--- src/rtl/mem_pkg.sv ---
// Shared encodings for the load return path.
// Holds memOp/memSize encodings, fault codes, region identifiers,
// default address map bounds, the pipeline metadata and FIFO entry
// records, and the inclusive address range helper.
package mem_pkg;

  localparam logic [1:0] OP_NONE  = 2'b00;
  localparam logic [1:0] OP_SEXT  = 2'b01;
  localparam logic [1:0] OP_ZEXT  = 2'b10;
  localparam logic [1:0] OP_WRITE = 2'b11;

  localparam logic [1:0] SZ_BYTE = 2'b00;
  localparam logic [1:0] SZ_HALF = 2'b01;
  localparam logic [1:0] SZ_WORD = 2'b10;
  localparam logic [1:0] SZ_ILL  = 2'b11;

  typedef enum logic [1:0] {
    FLT_OK       = 2'b00,
    FLT_MISALIGN = 2'b01,
    FLT_UNMAPPED = 2'b10,
    FLT_SIZE     = 2'b11
  } fault_e;

  typedef enum logic [1:0] {
    RGN_RAM  = 2'b00,
    RGN_BUF  = 2'b01,
    RGN_DIN  = 2'b10,
    RGN_NONE = 2'b11
  } region_e;

  localparam logic [31:0] DEF_CPU_BRAM_START = 32'h0000_0000;
  localparam logic [31:0] DEF_CPU_BRAM_END   = 32'h007F_FF00;
  localparam logic [31:0] DEF_BUF_BRAM_START = 32'h0100_0000;
  localparam logic [31:0] DEF_BUF_BRAM_END   = 32'h013F_FF00;
  localparam logic [31:0] DEF_DIN_REG        = 32'h0200_0000;

  // Request attributes carried alongside the read latency.
  typedef struct packed {
    logic       valid;
    logic [1:0] offset;
    logic [1:0] op;
    logic [1:0] size;
    region_e    region;
    fault_e     fault;
  } meta_t;

  typedef struct packed {
    logic [31:0] data;
    fault_e      fault;
  } rsp_t;

  // Taking the bounds as arguments keeps a zero lower bound from
  // turning into a constant-true comparison.
  function automatic logic in_range(input logic [31:0] addr,
                                    input logic [31:0] lo,
                                    input logic [31:0] hi);
    return (addr >= lo) && (addr <= hi);
  endfunction

endpackage

--- src/rtl/load_formatter.sv ---
// Combinational load data formatter.
// Orders the raw word into result lane order, selects the byte or
// halfword addressed by offset, and sign/zero-extends it.
// Ports:
//   raw    - 32-bit word returned by the selected region
//   offset - byte offset within the word (addr[1:0])
//   size   - memSize encoding
//   op     - memOp encoding (OP_SEXT sign-extends, anything else zero-extends)
//   data   - formatted 32-bit result
module load_formatter
  import mem_pkg::*;
#(
  parameter int SWAP_BYTES = 1
) (
  input  logic [31:0] raw,
  input  logic [1:0]  offset,
  input  logic [1:0]  size,
  input  logic [1:0]  op,
  output logic [31:0] data
);

  logic [31:0] lanes;
  logic [15:0] half_sel;
  logic [7:0]  byte_sel;
  logic        sext;

  // Once the word is in result lane order, byte k sits at lanes[8k+:8]
  // and halfword offset 2 at lanes[31:16] for both storage orders.
  assign lanes = (SWAP_BYTES != 0) ? {raw[7:0], raw[15:8], raw[23:16], raw[31:24]}
                                   : raw;
  assign sext  = (op == OP_SEXT);

  // NOTE: every output of an always_comb block gets a default first, so
  // no path through the case statements can infer a latch.
  always_comb begin
    half_sel = offset[1] ? lanes[31:16] : lanes[15:0];
    byte_sel = lanes[7:0];
    case (offset)
      2'd1:    byte_sel = lanes[15:8];
      2'd2:    byte_sel = lanes[23:16];
      2'd3:    byte_sel = lanes[31:24];
      default: byte_sel = lanes[7:0];
    endcase

    data = lanes;
    case (size)
      SZ_BYTE: data = {{24{sext & byte_sel[7]}}, byte_sel};
      SZ_HALF: data = {{16{sext & half_sel[15]}}, half_sel};
      default: data = lanes;
    endcase
  end

endmodule

--- src/rtl/load_return_unit.sv ---
// Pipelined load return unit.
// Accepts load requests, decodes the target region, strobes the region
// read for the accept cycle, waits READ_LAT cycles, formats the returned
// data and queues {data, fault} results in request order.
// Ports:
//   clk, reset              - clock, asynchronous active-low reset
//   req_valid/req_ready     - request handshake
//   req_addr/memOp/memSize  - request attributes
//   rd_en_ram/buf/din       - one-cycle region read strobes
//   rawMemRead/BufRead/DinRead - region read data, READ_LAT after strobe
//   rsp_valid/rsp_ready     - response handshake
//   rsp_data/rsp_fault      - registered head of the response FIFO
module load_return_unit
  import mem_pkg::*;
#(
  parameter int          READ_LAT       = 1,
  parameter int          DEPTH          = 2,
  parameter int          SWAP_BYTES     = 1,
  parameter logic [31:0] CPU_BRAM_START = DEF_CPU_BRAM_START,
  parameter logic [31:0] CPU_BRAM_END   = DEF_CPU_BRAM_END,
  parameter logic [31:0] BUF_BRAM_START = DEF_BUF_BRAM_START,
  parameter logic [31:0] BUF_BRAM_END   = DEF_BUF_BRAM_END,
  parameter logic [31:0] DIN_REG        = DEF_DIN_REG
) (
  input  logic        clk,
  input  logic        reset,
  input  logic        req_valid,
  output logic        req_ready,
  input  logic [31:0] req_addr,
  input  logic [1:0]  req_memOp,
  input  logic [1:0]  req_memSize,
  output logic        rd_en_ram,
  output logic        rd_en_buf,
  output logic        rd_en_din,
  input  logic [31:0] rawMemRead,
  input  logic [31:0] rawBufRead,
  input  logic [31:0] rawDinRead,
  output logic        rsp_valid,
  input  logic        rsp_ready,
  output logic [31:0] rsp_data,
  output logic [1:0]  rsp_fault
);

  localparam int             PW       = (DEPTH > 1) ? $clog2(DEPTH) : 1;
  localparam int             CW       = $clog2(DEPTH + 1);
  localparam logic [CW-1:0]  DEPTH_C  = CW'(DEPTH);
  localparam logic [CW-1:0]  ONE_C    = CW'(1);
  localparam logic [PW-1:0]  LAST_PTR = PW'(DEPTH - 1);

  region_e       dec_region;
  fault_e        dec_fault;
  logic          accept, is_load, issue;
  logic [CW-1:0] credits_used;
  meta_t         pipe [READ_LAT];
  meta_t         last;
  logic [31:0]   sel_raw, fmt_data;
  rsp_t          push_entry, head_q, head_nxt;
  logic          push, pop;
  rsp_t          mem [DEPTH];
  logic [PW-1:0] wr_ptr, rd_ptr, rd_ptr_nxt;
  logic [CW-1:0] fifo_count, count_nxt;

  // ---------------- decode ----------------
  always_comb begin
    if (in_range(req_addr, CPU_BRAM_START, CPU_BRAM_END))      dec_region = RGN_RAM;
    else if (in_range(req_addr, BUF_BRAM_START, BUF_BRAM_END)) dec_region = RGN_BUF;
    else if (req_addr == DIN_REG)                              dec_region = RGN_DIN;
    else                                                       dec_region = RGN_NONE;

    if (req_memSize == SZ_ILL)
      dec_fault = FLT_SIZE;
    else if ((req_memSize == SZ_HALF && req_addr[0]) ||
             (req_memSize == SZ_WORD && req_addr[1:0] != 2'b00))
      dec_fault = FLT_MISALIGN;
    else if (dec_region == RGN_NONE)
      dec_fault = FLT_UNMAPPED;
    else
      dec_fault = FLT_OK;
  end

  // Credits cover every response still owed: in the pipeline or queued.
  // Gating with reset holds req_ready (and so every strobe) low in reset.
  assign req_ready = reset && (credits_used < DEPTH_C);
  assign accept    = req_valid && req_ready;
  assign is_load   = (req_memOp == OP_SEXT) || (req_memOp == OP_ZEXT);
  assign issue     = accept && is_load && (dec_fault == FLT_OK);
  assign rd_en_ram = issue && (dec_region == RGN_RAM);
  assign rd_en_buf = issue && (dec_region == RGN_BUF);
  assign rd_en_din = issue && (dec_region == RGN_DIN);

  // ---------------- latency pipeline ----------------
  // NOTE: state registers use non-blocking assignments so every stage
  // samples its predecessor's pre-edge value, whatever the statement order.
  always_ff @(posedge clk or negedge reset) begin
    if (!reset) begin
      for (int i = 0; i < READ_LAT; i++) pipe[i] <= '0;
    end else begin
      pipe[0] <= '{valid:  accept && is_load,
                   offset: req_addr[1:0],
                   op:     req_memOp,
                   size:   req_memSize,
                   region: dec_region,
                   fault:  dec_fault};
      for (int i = 1; i < READ_LAT; i++) pipe[i] <= pipe[i-1];
    end
  end

  assign last = pipe[READ_LAT-1];

  always_comb begin
    case (last.region)
      RGN_RAM: sel_raw = rawMemRead;
      RGN_BUF: sel_raw = rawBufRead;
      RGN_DIN: sel_raw = rawDinRead;
      default: sel_raw = '0;
    endcase
  end

  load_formatter #(.SWAP_BYTES(SWAP_BYTES)) u_fmt (
    .raw    (sel_raw),
    .offset (last.offset),
    .size   (last.size),
    .op     (last.op),
    .data   (fmt_data)
  );

  assign push_entry.data  = (last.fault == FLT_OK) ? fmt_data : 32'h0;
  assign push_entry.fault = last.fault;
  assign push             = last.valid;
  assign pop              = rsp_valid && rsp_ready;

  // ---------------- response FIFO ----------------
  // NOTE: the storage array has no reset; pointers and count are reset and
  // the registered head masks whatever stale words the array holds.
  always_ff @(posedge clk) begin
    if (push) mem[wr_ptr] <= push_entry;
  end

  // The head register is loaded with what mem[rd_ptr] will hold after the
  // edge, bypassing the array when the pushed entry becomes the new head.
  always_comb begin
    count_nxt  = fifo_count + CW'(push) - CW'(pop);
    rd_ptr_nxt = rd_ptr;
    if (pop) rd_ptr_nxt = (rd_ptr == LAST_PTR) ? '0 : rd_ptr + 1'b1;
    if (pop)
      head_nxt = (fifo_count > ONE_C) ? mem[rd_ptr_nxt] : push_entry;
    else
      head_nxt = (fifo_count == '0) ? push_entry : head_q;
    if (count_nxt == '0) head_nxt = '0;
  end

  always_ff @(posedge clk or negedge reset) begin
    if (!reset) begin
      wr_ptr       <= '0;
      rd_ptr       <= '0;
      fifo_count   <= '0;
      credits_used <= '0;
      head_q       <= '0;
      rsp_valid    <= 1'b0;
    end else begin
      if (push) wr_ptr <= (wr_ptr == LAST_PTR) ? '0 : wr_ptr + 1'b1;
      rd_ptr       <= rd_ptr_nxt;
      fifo_count   <= count_nxt;
      credits_used <= credits_used + CW'(accept && is_load) - CW'(pop);
      head_q       <= head_nxt;
      rsp_valid    <= (count_nxt != '0);
    end
  end

  assign rsp_data  = head_q.data;
  assign rsp_fault = head_q.fault;

endmodule

--- config.mk ---
export PLATFORM = sky130hd
export DESIGN_NAME = load_return_unit
export DESIGN_NICKNAME = d
export VERILOG_FILES = /design/src/rtl/mem_pkg.sv /design/src/rtl/load_formatter.sv /design/src/rtl/load_return_unit.sv
export SDC_FILE = /design/constraint.sdc
export NUM_CORES = 1
export LEC_CHECK = 0
export CORE_ASPECT_RATIO = 1.4
export CORE_MARGIN = 2
export CORE_UTILIZATION = 51
export CTS_BUF_LIST = sky130_fd_sc_hd__clkbuf_8
export DETAILED_ROUTE_END_ITERATION = 8
export GPL_TIMING_DRIVEN = 0
export MAX_ROUTING_LAYER = met4
export PLACE_DENSITY = 0.91
export SLEW_MARGIN = 30
export SYNTH_ARGS = -nofsm -noshare
export SYNTH_HDL_FRONTEND = slang
export SYNTH_SLANG_ARGS = --single-unit
--- constraint.sdc ---
create_clock -name clk -period 5.3 [get_ports clk]
set_clock_uncertainty 0.15 [all_clocks]
set_input_delay 0.795 -clock clk [delete_from_list [all_inputs] [get_ports clk]]
set_output_delay 0.795 -clock clk [all_outputs]
set_load 0.005 [all_outputs]
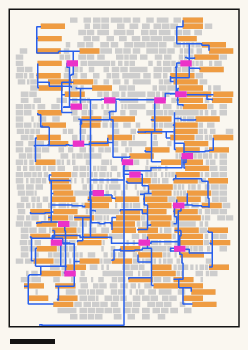
Fig. 1. Routed clock nets over the placement.
Bar = 20 µm.
Orange marks flip-flops, count 120. Magenta marks clock drivers, count 17. Blue marks clock wires, length 1520 µm.
There are 18 routed clock nets. Position of the flops: widely spread.

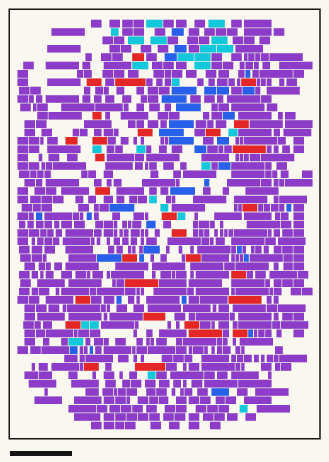
Fig. 2. Cells by drive strength.
Bar = 20 µm.
Blue marks _2 cells, cells 35, share 4.4%. Cyan marks _3 and _4 cells, cells 25, share 3.2%. Red marks _6 and larger, cells 29, share 3.7%. Purple marks _0 and _1 cells, cells 700, share 89%.

==> CHANGELOG.md <==
### Physical design

- Postcts setup bufs: 0
- Final Non-Filler Cells: 942
- Final setup violation count: 0
- Switching fraction of total power: 0.344
- Most frequent cell after synthesis: edfxtp_1
- Most used logic cell in the final layout: clkdlybuf4s50_1
- PwrDens: approximately 380 nW/µm²
- Invs w/o clock: 10
- Seq/total area: 0.367
- Core area: 12800 µm²
- Non-clock buffering overhead: 0.221
- Power share of the combinational group: 0.375
- Setup WS post-layout: 1.20 ns
- RSZ-0062 raised after global routing: false
- Routability cong.: 0.902
- FILL cells: 908
- Largest area contributor in the netlist: edfxtp_1
- Global routing's busiest layer: met2
- MaxCap Viol Count: 0
- Post-synth cell types: 55
- Drt via density: 6.14
- Hold WC Path Type: reg2reg
- Logic area: 3080 µm²
- Final Cell Area: 9120 µm²
- Post-detail-place hpwl: about 16 mm
- Met3 usage: 0.0549
- DRT Wirelength: 20.4 mm
- Tmin final: between 4 and 5 ns
- Critical path, cell by cell: dlygate4sd3_1 -> buf_4 -> buf_16 -> nor2b_1 -> and3_1 -> nand2_1 -> nor4_1 -> clkdlybuf4s50_1
- WHS: 0.343 ns
- P_sw: 1.20 mW
- Post-Synthesis Cells: roughly 580
- Vias in the first global route: 6188
- Levels on crit path: 8
- Worst-margin pin slew: 0.824 ns
- Post-layout util: 0.711
- Met2 GRT Util: 0.514
- Commonest flop: edfxtp_1
- CTS Buf Count: 17
- Seq/Total Area, Yosys: 0.503
- Hold Violations, Final: 0
- Reg-to-reg endpoint: rsp_data[1]
- Global-route wire length before repair: roughly 31 mm
- Status: finished clean
- Post-synth ARST share: 0.433
- CP bufs+invs: 4
- Reg power frac: 0.360
- Post-Place Worst Slack: 0.852 ns
- R2r setup slk: 1.70 ns
- Layout net count: 916
- Int Power: 2.29 mW
- Fmax: 0.244 GHz
- Clock buf/inv share: 0.0489
- Clk_lat worst skew: 0.46 ns
- Top-level I/O count: 175
- Vias: 5784
- P_clk: 926 µW
- Largest net degree at the start of global routing: 49
- Delay-heaviest family, CP: buffers and inverters
- Flip-flops with a built-in enable: 68
- Worst path required time: 4.36 ns
- Yosys warning count: 0
- Avg Cell Area, Syn: 11.5 µm²
- Tcrit/Tclk final: 0.773
- Hold Buf Count CTS: 1
## registers in the layout, summed over array words and instances, names as in the netlist
name	count
mem	68
rsp_data	32
last	10
credits_used	2
fifo_count	2
rsp_fault	2
push	1
rd_ptr	1
rsp_valid	1
wr_ptr	1
## layer usage
| layer | share of wire | vias to the layer above |
|---|---|---|
| li1 | - | 2601 |
| met1 | 0.37 | 2790 |
| met2 | 0.53 | 315 |
| met3 | 0.056 | 78 |
| met4 | 0.050 | 0 |
| met5 | 0 | - |
## kinds of logic after synthesis
group,Yosys count,synth area share
AOI/OAI and AO/OA,157,0.163
xor gates and xnor gates,6,0.0113
adders and majority gates,4,0.00753
buffers and inverters,48,0.0344
DFF,120,0.503
muxes,91,0.164
and+or+nand+nor,153,0.117
Power is estimated from default activity; no workload was simulated.
